File: config.mk
export PLATFORM = sky130hd
export DESIGN_NAME = sar_search_flat
export DESIGN_NICKNAME = d
export VERILOG_FILES = /design/src/rtl/sar_search_if.sv /design/src/rtl/sar_search.sv /design/src/flat_wrapper.sv
export SDC_FILE = /design/constraint.sdc
export NUM_CORES = 1
export LEC_CHECK = 0
export CAP_MARGIN = 20
export CORE_ASPECT_RATIO = 1.25
export CORE_UTILIZATION = 54
export DETAILED_ROUTE_END_ITERATION = 12
export PLACE_DENSITY_LB_ADDON = 0.05
export SETUP_SLACK_MARGIN = 0.4
export SYNTH_ARGS = -nofsm -noshare
export SYNTH_HDL_FRONTEND = slang
export SYNTH_SLANG_ARGS = --single-unit
File: constraint.sdc
create_clock -name clk -period 2.6 [get_ports clk]
set_input_delay 0.52 -clock clk [delete_from_list [all_inputs] [get_ports clk]]
set_output_delay 0.52 -clock clk [all_outputs]
set_load 0.1 [all_outputs]
File: src/rtl/sar_search_if.sv
// Bundle between the successive-approximation controller and its comparator/host.
// The err signal exists only when SAR_SEARCH_ERR_EN is defined.
interface sar_search_if #(
  parameter int unsigned WIDTH = 4
);
  localparam int unsigned SW = $clog2(WIDTH + 2);

  logic             start;
  logic             cmp_gt;
  logic             cmp_eq;
  logic             cmp_lt;
  logic [WIDTH-1:0] guess;
  logic             busy;
  logic             done;
  logic             found;
  logic [WIDTH-1:0] result;
  logic [SW-1:0]    steps;
`ifdef SAR_SEARCH_ERR_EN
  logic             err;
`endif

  modport master (
    input  start, cmp_gt, cmp_eq, cmp_lt,
`ifdef SAR_SEARCH_ERR_EN
    output err,
`endif
    output guess, busy, done, found, result, steps
  );

  modport slave (
    output start, cmp_gt, cmp_eq, cmp_lt,
`ifdef SAR_SEARCH_ERR_EN
    input  err,
`endif
    input  guess, busy, done, found, result, steps
  );
endinterface

File: src/rtl/sar_search.sv
// Binary-search controller driving a magnitude comparator toward a hidden operand.
// Define SAR_SEARCH_ERR_EN to flag non-one-hot comparator codes on the err output.
module sar_search #(
  parameter int unsigned WIDTH = 4
) (
  input  logic         clk,
  input  logic         reset,
  sar_search_if.master bus
);
  localparam int unsigned SW = $clog2(WIDTH + 2);

  typedef enum logic [1:0] {StIdle, StProbe, StFin} state_e;

  state_e           state_q, state_d;
  logic [WIDTH-1:0] guess_q, guess_d;
  logic [WIDTH-1:0] lo_q, lo_d;
  logic [WIDTH-1:0] hi_q, hi_d;
  logic [WIDTH-1:0] result_q, result_d;
  logic [SW-1:0]    steps_q, steps_d;
  logic             found_q, found_d;
  logic             illegal;
`ifdef SAR_SEARCH_ERR_EN
  logic             err_q, err_d;
`endif

  // Midpoint with a WIDTH+1 bit sum so lo+hi never wraps.
  function automatic logic [WIDTH-1:0] mid(input logic [WIDTH-1:0] a, input logic [WIDTH-1:0] b);
    logic [WIDTH:0] s;
    s = {1'b0, a} + {1'b0, b};
    return s[WIDTH:1];
  endfunction

  always_comb begin
`ifdef SAR_SEARCH_ERR_EN
    illegal = !({bus.cmp_gt, bus.cmp_eq, bus.cmp_lt} inside {3'b100, 3'b010, 3'b001});
`else
    illegal = 1'b0;
`endif
  end

  always_comb begin
    state_d  = state_q;
    guess_d  = guess_q;
    lo_d     = lo_q;
    hi_d     = hi_q;
    result_d = result_q;
    steps_d  = steps_q;
    found_d  = found_q;
`ifdef SAR_SEARCH_ERR_EN
    err_d    = err_q;
`endif
    unique case (state_q)
      StIdle: begin
        if (bus.start) begin
          lo_d     = '0;
          hi_d     = '1;
          guess_d  = mid('0, '1);
          steps_d  = '0;
          found_d  = 1'b0;
          result_d = '0;
`ifdef SAR_SEARCH_ERR_EN
          err_d    = 1'b0;
`endif
          state_d  = StProbe;
        end
      end
      StProbe: begin
        steps_d = steps_q + SW'(1);
        if (illegal) begin
`ifdef SAR_SEARCH_ERR_EN
          err_d = 1'b1;
`endif
          state_d = StFin;
        end else if (bus.cmp_eq) begin
          result_d = guess_q;
          found_d  = 1'b1;
          state_d  = StFin;
        end else if (bus.cmp_gt) begin
          if (guess_q == lo_q) begin
            state_d = StFin;
          end else begin
            hi_d    = guess_q - WIDTH'(1);
            guess_d = mid(lo_q, guess_q - WIDTH'(1));
          end
        end else begin
          // No flag asserted falls through here and is treated as lt.
          if (guess_q == hi_q) begin
            state_d = StFin;
          end else begin
            lo_d    = guess_q + WIDTH'(1);
            guess_d = mid(guess_q + WIDTH'(1), hi_q);
          end
        end
      end
      StFin:   state_d = StIdle;
      default: state_d = StIdle;
    endcase
  end

  always_ff @(posedge clk or posedge reset) begin
    if (reset) begin
      state_q  <= StIdle;
      guess_q  <= '0;
      lo_q     <= '0;
      hi_q     <= '0;
      result_q <= '0;
      steps_q  <= '0;
      found_q  <= 1'b0;
`ifdef SAR_SEARCH_ERR_EN
      err_q    <= 1'b0;
`endif
    end else begin
      state_q  <= state_d;
      guess_q  <= guess_d;
      lo_q     <= lo_d;
      hi_q     <= hi_d;
      result_q <= result_d;
      steps_q  <= steps_d;
      found_q  <= found_d;
`ifdef SAR_SEARCH_ERR_EN
      err_q    <= err_d;
`endif
    end
  end

  always_comb begin
    bus.guess  = guess_q;
    bus.busy   = (state_q == StProbe);
    bus.done   = (state_q == StFin);
    bus.found  = found_q;
    bus.result = result_q;
    bus.steps  = steps_q;
`ifdef SAR_SEARCH_ERR_EN
    bus.err    = err_q;
`endif
  end
endmodule

File: src/flat_wrapper.sv
// flat-port wrapper written by rule: the top's interface ports become plain ports
module sar_search_flat 
#(
  parameter int unsigned WIDTH = 4
)
  (clk, reset, bus_start, bus_cmp_gt, bus_cmp_eq, bus_cmp_lt, bus_guess, bus_busy, bus_done, bus_found, bus_result, bus_steps);
  sar_search_if #(.WIDTH(WIDTH)) bus_i ();
  input  logic clk;
  input  logic reset;
  input wire logic [$bits(bus_i.start)-1:0] bus_start;
  input wire logic [$bits(bus_i.cmp_gt)-1:0] bus_cmp_gt;
  input wire logic [$bits(bus_i.cmp_eq)-1:0] bus_cmp_eq;
  input wire logic [$bits(bus_i.cmp_lt)-1:0] bus_cmp_lt;
  output wire logic [$bits(bus_i.guess)-1:0] bus_guess;
  output wire logic [$bits(bus_i.busy)-1:0] bus_busy;
  output wire logic [$bits(bus_i.done)-1:0] bus_done;
  output wire logic [$bits(bus_i.found)-1:0] bus_found;
  output wire logic [$bits(bus_i.result)-1:0] bus_result;
  output wire logic [$bits(bus_i.steps)-1:0] bus_steps;
  assign bus_i.start = bus_start;
  assign bus_i.cmp_gt = bus_cmp_gt;
  assign bus_i.cmp_eq = bus_cmp_eq;
  assign bus_i.cmp_lt = bus_cmp_lt;
  assign bus_guess = bus_i.guess;
  assign bus_busy = bus_i.busy;
  assign bus_done = bus_i.done;
  assign bus_found = bus_i.found;
  assign bus_result = bus_i.result;
  assign bus_steps = bus_i.steps;
  sar_search #(.WIDTH(WIDTH)) u_core (.clk(clk), .reset(reset), .bus(bus_i));
endmodule
==> ci_impl_report.md, run 1 <==
## PnR job results

| Metric | Value |
|---|---|
| Largest net degree at the start of global routing | `13` |
| FP Util | `0.5813` |
| Worst slew margin | `0.6720` |
| EDFF count, synth | `0` |
| Worst-margin pin slew | `490.4 ps` |
| Slowest stage delay, CP | `530 ps` |
| Post-DRT Antenna Nets | `0` |
| Filler cell count | `180` |
| Arr. time, crit path | `2470 ps` |
| Cell count in the Yosys report | `133` |
| Via/cell ratio | `5.796` |
| Row count | `20` |
| Initial antenna violation count | `0` |
| Async SR Flop Fraction | `1.000` |
| CP delay by family, top | `flip-flops` |
| Req. time, crit path | `2800 ps` |
| Synthesis Warnings | `0` |
| Slew Limit Fails | `0` |
| Status | `complete, no violations` |
| CTS H-tree depth | `1` |
| Synth-to-layout area growth | `22.59%` |
| Initial drt markers | `35` |
| Yosys adder share | `0.1407` |
| Minimum clock period | `2265 ps` |
| R2R Path End | `u_core.bus.guess[2]$_DFFE_PP0P_` |
| First-pass GRT wire length | `4850 microns` |
| Post-Syn Instances | `133` |
| Die width | `48.19 microns` |
| Placement-stage cell area | `1642 sq um` |
| Part of the cycle the worst path needs | `0.8711` |
| Synth top area share | `0.3823` |
| CP startpoint kind | `register` |
| RSZ-0062 raised after global routing | `true` |
| Hpwl dp | `2380 microns` |
| 1st-pass router iterations | `5` |
| WS Path Type | `reg -> reg` |
| Post CTS Setup Buffer Count | `3` |
| Synth Seq Share | `0.3823` |
| AND/OR/NAND/NOR Cells, Area Fraction | `0.1182` |
| CTS Buf Count | `3` |
| Aoi share | `0.1798` |
| Share of layout cells above drive strength 1 | `0.3291` |
| Hold Slack | `492.1 ps` |
| Cell count after placement | `181` |
| Worst Path Max Fanout | `4` |
| Num ports | `20` |
| FMAX | `441.5 MHz` |
| Cell area after layout | `1765 sq um` |
| Comb area leader | `AND-OR/OR-AND gates` |
| Crit path from | `u_core.bus.guess[0]$_DFFE_PP0P_` |
| Total gr overflow | `0` |
| Syn_area_per_cell | `10.83 sq um` |
| Ant. Diodes | `0` |
| Hold WC Path Type | `in -> async` |
| Setup ws final | `335.2 ps` |
| Critical Path, Cell by Cell | `buf_4, nor3_1, xor2_1, ha_1, xnor2_1, mux2i_1, o32a_2` |
| Post-CTS Hold Fix Bufs | `0` |
| Register area | `560.5 sq um` |
| Post_cts resized | `2` |
| Synth area leaders | `dfrtp_1 38%, ha_1 11%, xnor2_1 4.3%` |
| CTS Sinks | `22` |
| Die area | `2879 sq um` |
| R2R Path Start | `u_core.bus.guess[0]$_DFFE_PP0P_` |
| R2R depth | `7` |
| # DRC | `0` |
| Port Buffer Count | `18` |
| Fin Clk Skew | `2.412 ps` |
| CTS tree | `built` |
| Netlist cell types | `36` |
run 1: cell families after synthesis:
kind of cell / after synthesis
AOI/OAI and AO/OA: 30
muxes: 6
DFF: 22
xor gates and xnor gates: 14
buffers and inverters: 11
and+or+nand+nor: 35
adders and majority gates: 15
run 1: metal layers:
layer  vias to the layer above  global-route usage  wire length, microns
met5                         -                   0                     0
met4                         0              0.1111                   110
met3                        12             0.02719                   105
met2                        34              0.4019                  1533
met1                       548              0.3023                  1317
li1                        513                   -                     -
run 1: final cells by class:
cell class | instances | share of cell area
repair buffers | 26 | 0.1162
inverters | 6 | 0.01559
multi-input cells | 100 | 0.5067
flip-flops and latches | 22 | 0.3175
well taps | 33 | 0.02339
clock buffers | 4 | 0.02055
Figure 1. Signal wires on met1 (run 1).
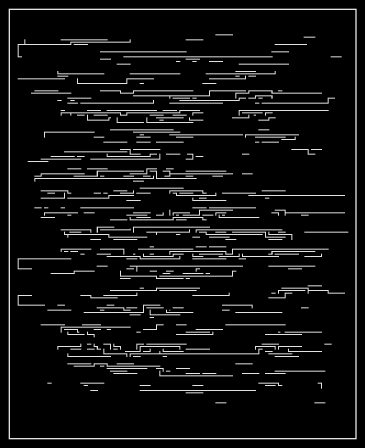
nets with wire on the layer	156
longest straight run	20.7 microns
share of all routed wire	43%
DR vias: 1107
GR Util met1: 0.3023

Figure 2. M2 wires (run 1).
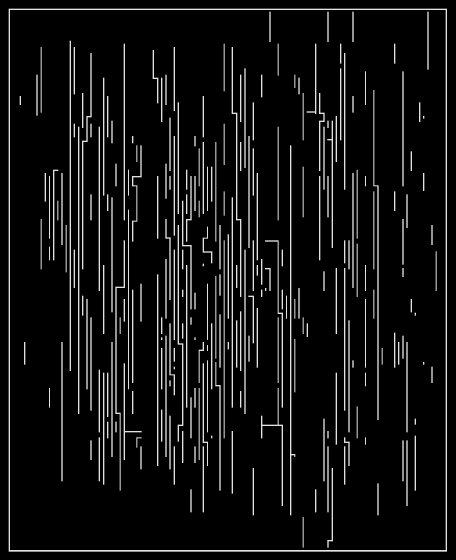
nets with wire on the layer	155
main direction	vertical
drt total wl: 3066 microns
grt met2 use: 0.4019

Figure 3. Met3 routing (run 1).
The bar under the picture is 10 microns long. Cells faint in the background.
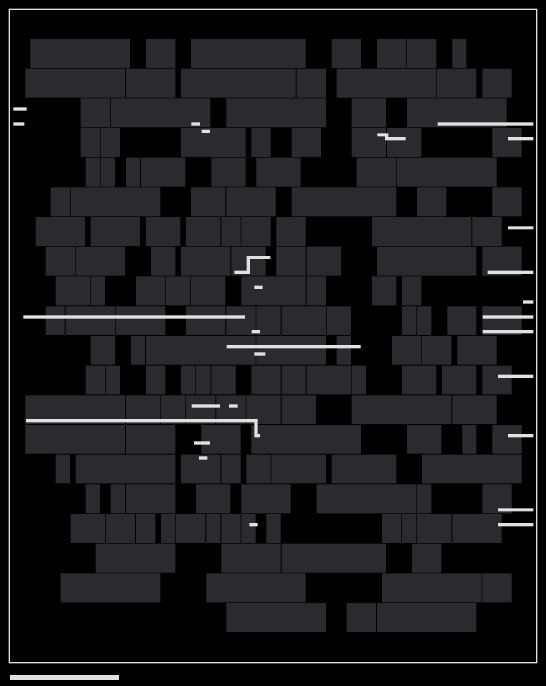
main direction	horizontal
wire length on this layer	105 microns
longest straight run	20.9 microns
share of all routed wire	3.4%
nets with wire on the layer	22

--- run 2 (diff from run 1) ---
--- a/config.mk
+++ b/config.mk
@@ -8,6 +8,7 @@
 export CAP_MARGIN = 20
 export CORE_ASPECT_RATIO = 1.25
 export CORE_UTILIZATION = 54
+export CTS_CLUSTER_DIAMETER = 30
 export DETAILED_ROUTE_END_ITERATION = 12
 export PLACE_DENSITY_LB_ADDON = 0.05
 export SETUP_SLACK_MARGIN = 0.4
Figure 4. Sequential cells coloured by netlist name (run 2).
The bar under the picture is 10 microns long.
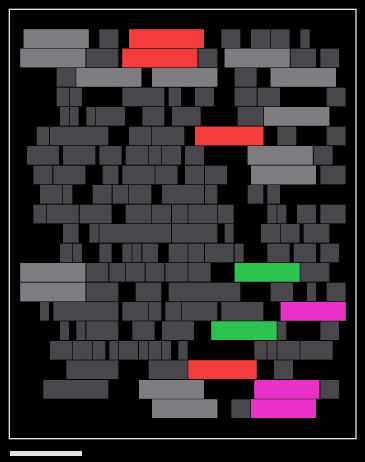
signal	colour	sequential cells
u_core.bus.guess	red	4
u_core.state_q	green	2
u_core.bus.steps	magenta	3

Figure 5. Signal wires on met1 (run 2).
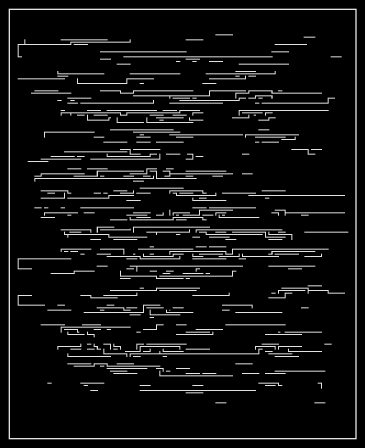
longest straight run	20.7 microns
wire length on this layer	1320 microns

==> run 2 against run 1 <==
Net effect: flip-flop count unchanged; non-clock buffer count unchanged; count of clock-buffer cells in the layout unchanged; register-to-register slack about the same; fmax unchanged; routed wire length unchanged; via count unchanged; core utilization unchanged; synthesized area unchanged; largest cell class unchanged.
==> ci_impl_report.md, run 2 <==
## PnR job results

| Metric | Value |
|---|---|
| Status | `complete, no violations` |
| Row count | `20` |
| Slowest stage delay, CP | `530 ps` |
| Comb/total area | `0.5067` |
| Part of the cycle the worst path needs | `0.8711` |
| Synthesis Warnings | `0` |
| R2R Path End | `u_core.bus.guess[2]$_DFFE_PP0P_` |
| Port Buffer Count | `18` |
| R2R depth | `7` |
| Slew Limit Fails | `0` |
| Req. time, crit path | `2800 ps` |
| Aoi share | `0.1798` |
| Total gr overflow | `0` |
| Num ports | `20` |
| FMAX | `441.5 MHz` |
| Register area | `560.5 sq um` |
| Cell count after placement | `181` |
| CP startpoint kind | `register` |
| EDFF count, synth | `0` |
| # clk buffers | `4` |
| Synth top area share | `0.3823` |
| Ant. Diodes | `0` |
| DR vias | `1107` |
| Critical Path, Cell by Cell | `buf_4, nor3_1, xor2_1, ha_1, xnor2_1, mux2i_1, o32a_2` |
| Hpwl dp | `2380 microns` |
| Arr. time, crit path | `2470 ps` |
| CTS tree | `built` |
| Synth area leaders | `dfrtp_1 38%, ha_1 11%, xnor2_1 4.3%` |
| Initial antenna violation count | `0` |
| Multi-input gates | `100` |
| Placement-stage cell area | `1642 sq um` |
| Via/cell ratio | `5.796` |
| Synth-to-layout area growth | `22.59%` |
| CTS H-tree depth | `1` |
| Post-DRT Antenna Nets | `0` |
| Syn_area_per_cell | `10.83 sq um` |
| Die area | `2879 sq um` |
| Filler cell count | `180` |
| Yosys adder share | `0.1407` |
| Non-clock inverter count | `6` |
| Async SR Flop Fraction | `1.000` |
| Crit path from | `u_core.bus.guess[0]$_DFFE_PP0P_` |
| FP Util | `0.5813` |
| Largest net degree at the start of global routing | `13` |
| RSZ-0062 raised after global routing | `true` |
| Initial drt markers | `35` |
| Comb area leader | `AND-OR/OR-AND gates` |
| Non-clk bufs | `26` |
| Synth Seq Share | `0.3823` |
Figure 6. Met3 routing (run 2).
The bar under the picture is 10 microns long. Cells faint in the background.
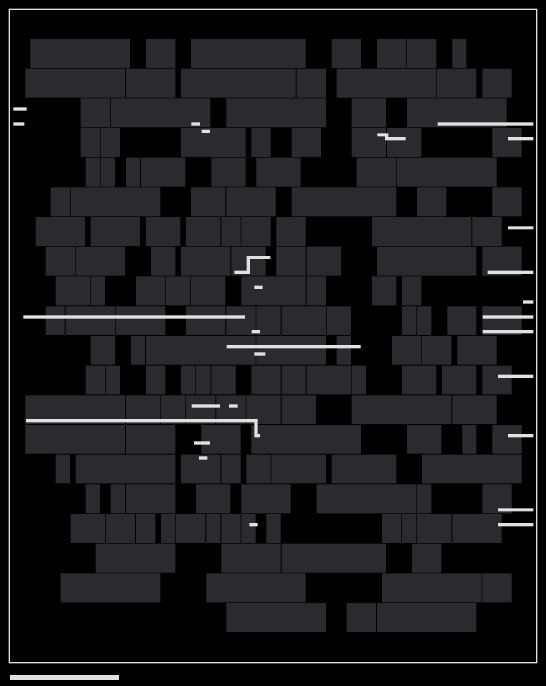
longest straight run	20.9 microns
main direction	horizontal
wire length on this layer	105 microns
share of all routed wire	3.4%
nets with wire on the layer	22
met3 Use GR: 0.02719

run 2: what timing repair did:
| item | CTS | global route |
|---|---|---|
| hold buffers | 0 | 0 |
| gates resized | 2 | 4 |
| endpoints found under the setup margin | 2 | 2 |
| gates cloned | 0 | 0 |
| buffers inserted | 3 | 3 |
| pin swaps | 0 | 1 |
run 2: metal layers:
layer	wire length [microns]	vias to the layer above	global-route usage	part of all wire
met2	1533	34	0.4019	0.50
li1	-	513	-	-
met3	105	12	0.02719	0.034
met1	1317	548	0.3023	0.43
met5	0	-	0	0
met4	110	0	0.1111	0.036
